===== src/rtl/fetch_pkg.sv =====
// Shared types for the fetch sequencer: FSM states, widths and the prefetch entry.
// The optional bounds check is enabled by defining FETCH_BOUNDS_CHECK_EN.
package fetch_pkg;

    localparam int INSTR_W = 32;
    localparam int ADDR_W  = 32;

    typedef enum logic [1:0] {
        IDLE = 2'd0,
        RUN  = 2'd1,
        HALT = 2'd2
    } fetch_state_e;

    typedef struct packed {
        logic [INSTR_W-1:0] instr;
        logic [ADDR_W-1:0]  pc;
    } fetch_entry_t;

    // Widened to 33 bits so pc+4 near the top of the address space cannot wrap.
    function automatic logic past_end(input logic [ADDR_W-1:0] pc,
                                      input int unsigned       mem_bytes);
        return ({1'b0, pc} + 33'd4) > {1'b0, mem_bytes};
    endfunction

endpackage


===== src/rtl/fetch_fifo.sv =====
// Prefetch FIFO holding {instr, pc} entries; supports flush and push+pop when full.
// Head contents come straight from registered storage.
module fetch_fifo
    import fetch_pkg::*;
#(
    parameter int DEPTH = 2
) (
    input  logic         clk_i,
    input  logic         rst_ni,
    input  logic         push_i,
    input  fetch_entry_t entry_i,
    input  logic         pop_i,
    input  logic         flush_i,
    output fetch_entry_t head_o,
    output logic         full_o,
    output logic         empty_o
);

    localparam int PTR_W = (DEPTH > 1) ? $clog2(DEPTH) : 1;
    localparam int CNT_W = PTR_W + 1;
    localparam logic [CNT_W-1:0] FULL_CNT = CNT_W'(DEPTH);

    fetch_entry_t      storage_q [DEPTH];
    logic [PTR_W-1:0]  rd_ptr_q;
    logic [PTR_W-1:0]  wr_ptr_q;
    logic [CNT_W-1:0]  count_q;
    logic              do_push;
    logic              do_pop;

    assign full_o  = (count_q == FULL_CNT);
    assign empty_o = (count_q == '0);
    assign head_o  = storage_q[rd_ptr_q];

    // A full FIFO still accepts a push when the head leaves on the same edge.
    assign do_pop  = pop_i && !empty_o;
    assign do_push = push_i && (!full_o || do_pop);

    always_ff @(posedge clk_i or negedge rst_ni) begin
        if (!rst_ni) begin
            for (int i = 0; i < DEPTH; i++) begin
                storage_q[i] <= '0;
            end
            rd_ptr_q <= '0;
            wr_ptr_q <= '0;
            count_q  <= '0;
        end else if (flush_i) begin
            rd_ptr_q <= '0;
            wr_ptr_q <= '0;
            count_q  <= '0;
        end else begin
            if (do_push) begin
                storage_q[wr_ptr_q] <= entry_i;
                wr_ptr_q            <= wr_ptr_q + PTR_W'(1);
            end
            if (do_pop) begin
                rd_ptr_q <= rd_ptr_q + PTR_W'(1);
            end
            case ({do_push, do_pop})
                2'b10:   count_q <= count_q + CNT_W'(1);
                2'b01:   count_q <= count_q - CNT_W'(1);
                default: count_q <= count_q;
            endcase
        end
    end

endmodule


===== src/rtl/fetch_sequencer.sv =====
// Instruction-fetch controller: owns the PC, buffers fetched words and hands them to decode.
// Define FETCH_BOUNDS_CHECK_EN to halt at end of image and fault on out-of-range redirects.
module fetch_sequencer
    import fetch_pkg::*;
#(
    parameter int unsigned        MEM_BYTES  = 37,
    parameter logic [ADDR_W-1:0]  RESET_PC   = '0,
    parameter int                 FIFO_DEPTH = 2
) (
    input  logic               clk,
    input  logic               reset,
    output logic [ADDR_W-1:0]  imem_pc,
    input  logic [INSTR_W-1:0] imem_instr,
    input  logic               redirect_valid,
    input  logic [ADDR_W-1:0]  redirect_pc,
    output logic               out_valid,
    input  logic               out_ready,
    output logic [INSTR_W-1:0] out_instr,
    output logic [ADDR_W-1:0]  out_pc,
    output logic               halted,
    output logic               fault
);

    fetch_state_e       state_q;
    logic [ADDR_W-1:0]  pc_q;
    logic [ADDR_W-1:0]  target;
    logic               redirect_ok;
    logic               at_end;
    logic               fifo_push;
    logic               fifo_pop;
    logic               fifo_flush;
    logic               fifo_full;
    logic               fifo_empty;
    fetch_entry_t       fifo_head;
    fetch_entry_t       fifo_in;
    logic               unused_redirect_lsbs;

    assign target               = {redirect_pc[ADDR_W-1:2], 2'b00};
    assign unused_redirect_lsbs = ^redirect_pc[1:0];
    assign at_end               = past_end(pc_q, MEM_BYTES);
    assign fifo_pop             = out_valid && out_ready;
    assign fifo_in              = '{instr: imem_instr, pc: pc_q};

`ifdef FETCH_BOUNDS_CHECK_EN
    assign redirect_ok = !past_end(target, MEM_BYTES);
`else
    assign redirect_ok = 1'b1;
`endif

    // Redirects win over everything; a push needs a free slot or a departing head.
    always_comb begin
        fifo_push  = 1'b0;
        fifo_flush = 1'b0;
        case (state_q)
            RUN: begin
                if (redirect_valid) begin
                    fifo_flush = 1'b1;
                end else if (!at_end && (!fifo_full || fifo_pop)) begin
                    fifo_push = 1'b1;
                end
            end
            HALT: begin
                fifo_flush = redirect_valid;
            end
            default: begin
                fifo_push  = 1'b0;
                fifo_flush = 1'b0;
            end
        endcase
    end

    always_ff @(posedge clk or negedge reset) begin
        if (!reset) begin
            state_q <= IDLE;
            pc_q    <= RESET_PC;
        end else begin
            case (state_q)
                IDLE: begin
                    state_q <= RUN;
                end
                RUN, HALT: begin
                    if (redirect_valid) begin
                        if (redirect_ok) begin
                            pc_q    <= target;
                            state_q <= RUN;
                        end else begin
                            state_q <= HALT;
                        end
                    end else if (state_q == RUN && at_end) begin
`ifdef FETCH_BOUNDS_CHECK_EN
                        state_q <= HALT;
`else
                        pc_q    <= RESET_PC;
`endif
                    end else if (fifo_push) begin
                        pc_q <= pc_q + ADDR_W'(4);
                    end
                end
                default: begin
                    state_q <= IDLE;
                end
            endcase
        end
    end

`ifdef FETCH_BOUNDS_CHECK_EN
    logic fault_q;

    always_ff @(posedge clk or negedge reset) begin
        if (!reset) begin
            fault_q <= 1'b0;
        end else if (state_q != IDLE && redirect_valid && !redirect_ok) begin
            fault_q <= 1'b1;
        end
    end

    assign fault = fault_q;
`else
    assign fault = 1'b0;
`endif

    fetch_fifo #(
        .DEPTH (FIFO_DEPTH)
    ) u_fifo (
        .clk_i   (clk),
        .rst_ni  (reset),
        .push_i  (fifo_push),
        .entry_i (fifo_in),
        .pop_i   (fifo_pop),
        .flush_i (fifo_flush),
        .head_o  (fifo_head),
        .full_o  (fifo_full),
        .empty_o (fifo_empty)
    );

    assign imem_pc   = pc_q;
    assign out_valid = !fifo_empty;
    assign out_instr = fifo_head.instr;
    assign out_pc    = fifo_head.pc;
    assign halted    = (state_q == HALT) && fifo_empty;

endmodule


===== config.mk =====
export PLATFORM = sky130hd
export DESIGN_NAME = fetch_sequencer
export DESIGN_NICKNAME = d
export VERILOG_FILES = /design/src/rtl/fetch_pkg.sv /design/src/rtl/fetch_fifo.sv /design/src/rtl/fetch_sequencer.sv
export SDC_FILE = /design/constraint.sdc
export NUM_CORES = 1
export LEC_CHECK = 0
export CORE_MARGIN = 1.5
export CORE_UTILIZATION = 51
export DETAILED_ROUTE_END_ITERATION = 6
export PLACE_DENSITY_LB_ADDON = 0.3
export RECOVER_POWER = 50
export SYNTH_ARGS = -nofsm -noshare
export SYNTH_HDL_FRONTEND = slang
export SYNTH_SLANG_ARGS = --single-unit

===== constraint.sdc =====
create_clock -name clk -period 4.7 [get_ports clk]
set_input_delay 0.94 -clock clk [delete_from_list [all_inputs] [get_ports clk]]
set_output_delay 0.94 -clock clk [all_outputs]
set_load 0.01 [all_outputs]

### PDN straps and rails

(3 px per µm) Pins as bars on the die edge. Tap cells in grey.
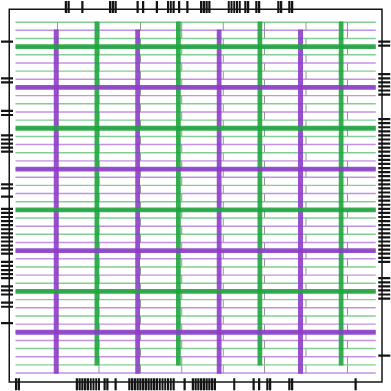
legend:
  VDD:
    colour: green
  VSS:
    colour: purple
rows: 43
met4 straps: 8
Die Ht: 124 µm
die width: 124 µm
VDD IR-drop max: 0.000288 V
CORE AREA: 0.0140 mm²

### Met2 routing

(2 px per µm)
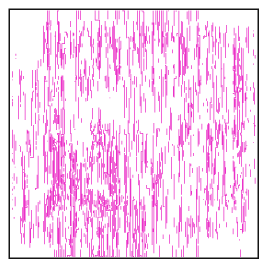
wire length on this layer: 8140 µm
main direction: vertical
via count: 5150
met2 global-route usage: 37.0%

### The clock network

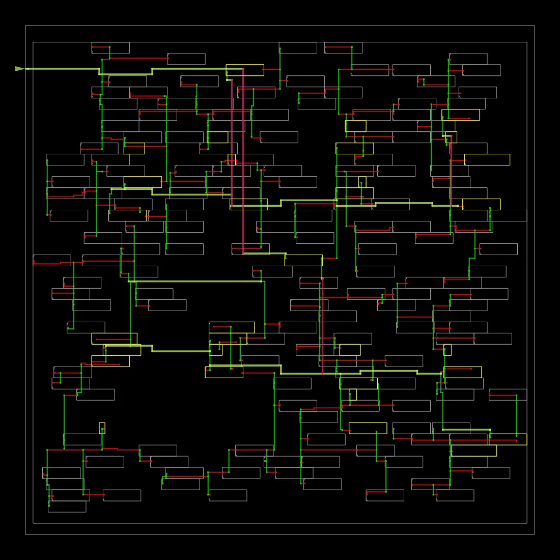
Insertion Delay late pin: 0.42 ns
TritonCTS Buffers: 17
power in the clock group: 1.48 mW
final-layout clock buffer total: 22
Sink Count: 159

### M3 wires

(2 px per µm) Cells faint in the background.
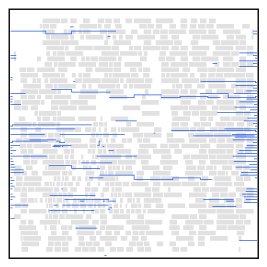
longest straight run: 42.1 µm
share of all routed wire: 6.7%
main direction: horizontal
routing usage on met3: 7.01%
routed wire length: 16.9 mm

==> results_slide.txt <==
Run Summary

Final layout
  • Finished Cell Area: 0.00976 mm²
  • Commonest Layout Cell: dfrtp_1
  • Syn-to-layout area delta: 31.2%
  • Top cells excl fill/tap: 158 x dfrtp_1, 136 x clkdlybuf4s50_1, 103 x mux2_2

Pwr
  • Switching part of the total: 23.7%
  • Internal: 2.57 mW
  • Power, Total: 3.37 mW
  • Net Sw Power: 0.800 mW
  • Clock power share: 43.9%

Critical path
  • Setup crit start kind: register
  • Crit end category: register
  • WS Path Type: reg2reg
  • Worst EP required: 5.00 ns

Routing
  • WL per Instance: 18.3 µm
  • Met3 WL post-DR: 1.13 mm
  • Met2 wire len: 8.14 mm
  • Residual DRC count: 0
  • Post-route ant nets: 0
  • Post-DR vias/cell: 5.60
  • Metal-1 WL: 7.38 mm
  • Pre-Repair DR Iteration Count: 4
  • Top sig layer: met4

Clock tree
  • Cts-stage hold buffer count: 0
  • H-tree Lvls: 4

Min path
  • Hold/Removal Path Class: reg2reg

Die
  • Chip area: 0.0153 mm²

Final timing
  • Tcrit/Tclk final: 83.2%
  • Unrepaired setup endpoints after global routing: false
  • Final slew viol count: 151
  • Slew HR: -35.8%
  • Fmax: 256 MHz
  • Slew at the pin closest to its max-slew limit: 2.04 ns
  • Hold Vio Cnt, Final: 0
  • Count of final setup violators: 0

Status
  • Status: complete, but fails checks
  • Failing checks: capacitance limit, slew limit

Global routing
  • Vias in the first global route: 5337
  • Initial antenna violation count: 0
  • Grt total ovfl: 0
  • Largest net degree at the start of global routing: 85

Yosys
  • Cell type with the largest total area: dfrtp_1
  • Post-Syn Area: 0.00743 mm²

Flow run
  • OpenROAD warning count: 28
  • Max-cap violations: 3

Place
  • Placed inst area: 0.00913 mm²
  • DP HPWL: 11.1 mm
## sequential cells by signal, indices dropped and copies added (netlist names)
signal / flops
u_fifo.storage_q: 124
imem_pc: 30
u_fifo.count_q: 2
state_q: 1
u_fifo.rd_ptr_q: 1
u_fifo.wr_ptr_q: 1
## layout make-up
| class | instances | area (µm²) | area share [%] |
|---|---|---|---|
| Tap cell | 180 | 225 | 2.31 |
| Multi-Input combinational cell | 375 | 3250 | 33.3 |
| Inverter | 7 | 26.3 | 0.269 |
| Clock buffer | 22 | 484 | 4.96 |
| Clock inverter | 10 | 156 | 1.60 |
| Timing Repair Buffer | 166 | 1630 | 16.7 |
| Sequential cell | 159 | 3980 | 40.8 |
## cell usage after synthesis (7+ instances only)
master and number:
and3_1 7, nand2_1 18, o21ai_0 7, nand4_1 10, inv_1 7, nor2b_1 25
nor4_1 7, nand3_1 11, mux2_4 30, clkbuf_1 17, nor3_1 11, xnor2_1 7
nor2_1 12, mux2_2 103, a22o_1 22, dfrtp_1 159, and2_1 29
## cells by family (layout without fill, tap and decap cells)
kind of cell	after synthesis	after routing	synth area share (%)
other	2	7	0.101
AND/OR/NAND/NOR	159	159	13.2
XOR/XNOR	8	8	0.942
buffers and inverters	45	205	3.10
multiplexers	140	140	22.7
AND-OR/OR-AND	60	60	6.29
flip-flops	159	159	53.5
adder cells (fa/ha/maj)	1	1	0.168
## final timing paths
check / from / depth (start not counted) / end
max in group asynchronous: reset / 2 / u_fifo.storage_q[43]
worst max-delay path: imem_pc[2] / 10 / u_fifo.storage_q[106]
worst min register to register: u_fifo.storage_q[26] / 1 / u_fifo.storage_q[26]
worst min-delay path: u_fifo.storage_q[26] / 1 / u_fifo.storage_q[26]
worst max register to register: imem_pc[2] / 10 / u_fifo.storage_q[106]
min in group asynchronous: reset / 1 / u_fifo.storage_q[61]
## metal layers
layer | GRT usage (%) | up-vias
met5 | 0 | -
met4 | 7.18 | 0
met3 | 7.01 | 17
met2 | 37.0 | 160
met1 | 30.2 | 2612
li1 | - | 2361
## worst max-delay path, stage by stage, from the launching register on
cell and delay, ns:
dfrtp_1 0.52, ha_1 0.42, nand3_1 0.26, nor4_4 0.33
nand4_1 0.19, or4b_1 0.51, a21oi_2 0.16, nand3_1 0.18
nor4b_4 0.31, buf_4 0.49, mux2_2 0.39
## power groups by stage
stage	clock [mW]	combinational, mW	sequential (mW)
after floorplan	0	0.242	1.47
after global placement	0	0.396	1.52
after detailed placement	0	0.404	1.52
after CTS	1.51	0.408	1.50
after global routing	1.56	0.429	1.50
final	1.48	0.397	1.50
## through the flow
stage	hold slack, ns	utilization, %
final	0.480	69.5
after global routing	0.498	69.5
after floorplan	0.447	-
after detailed placement	0.466	65.0
after CTS	0.484	69.6
after global placement	0.463	65.0
Power is estimated from default activity; no workload was simulated.
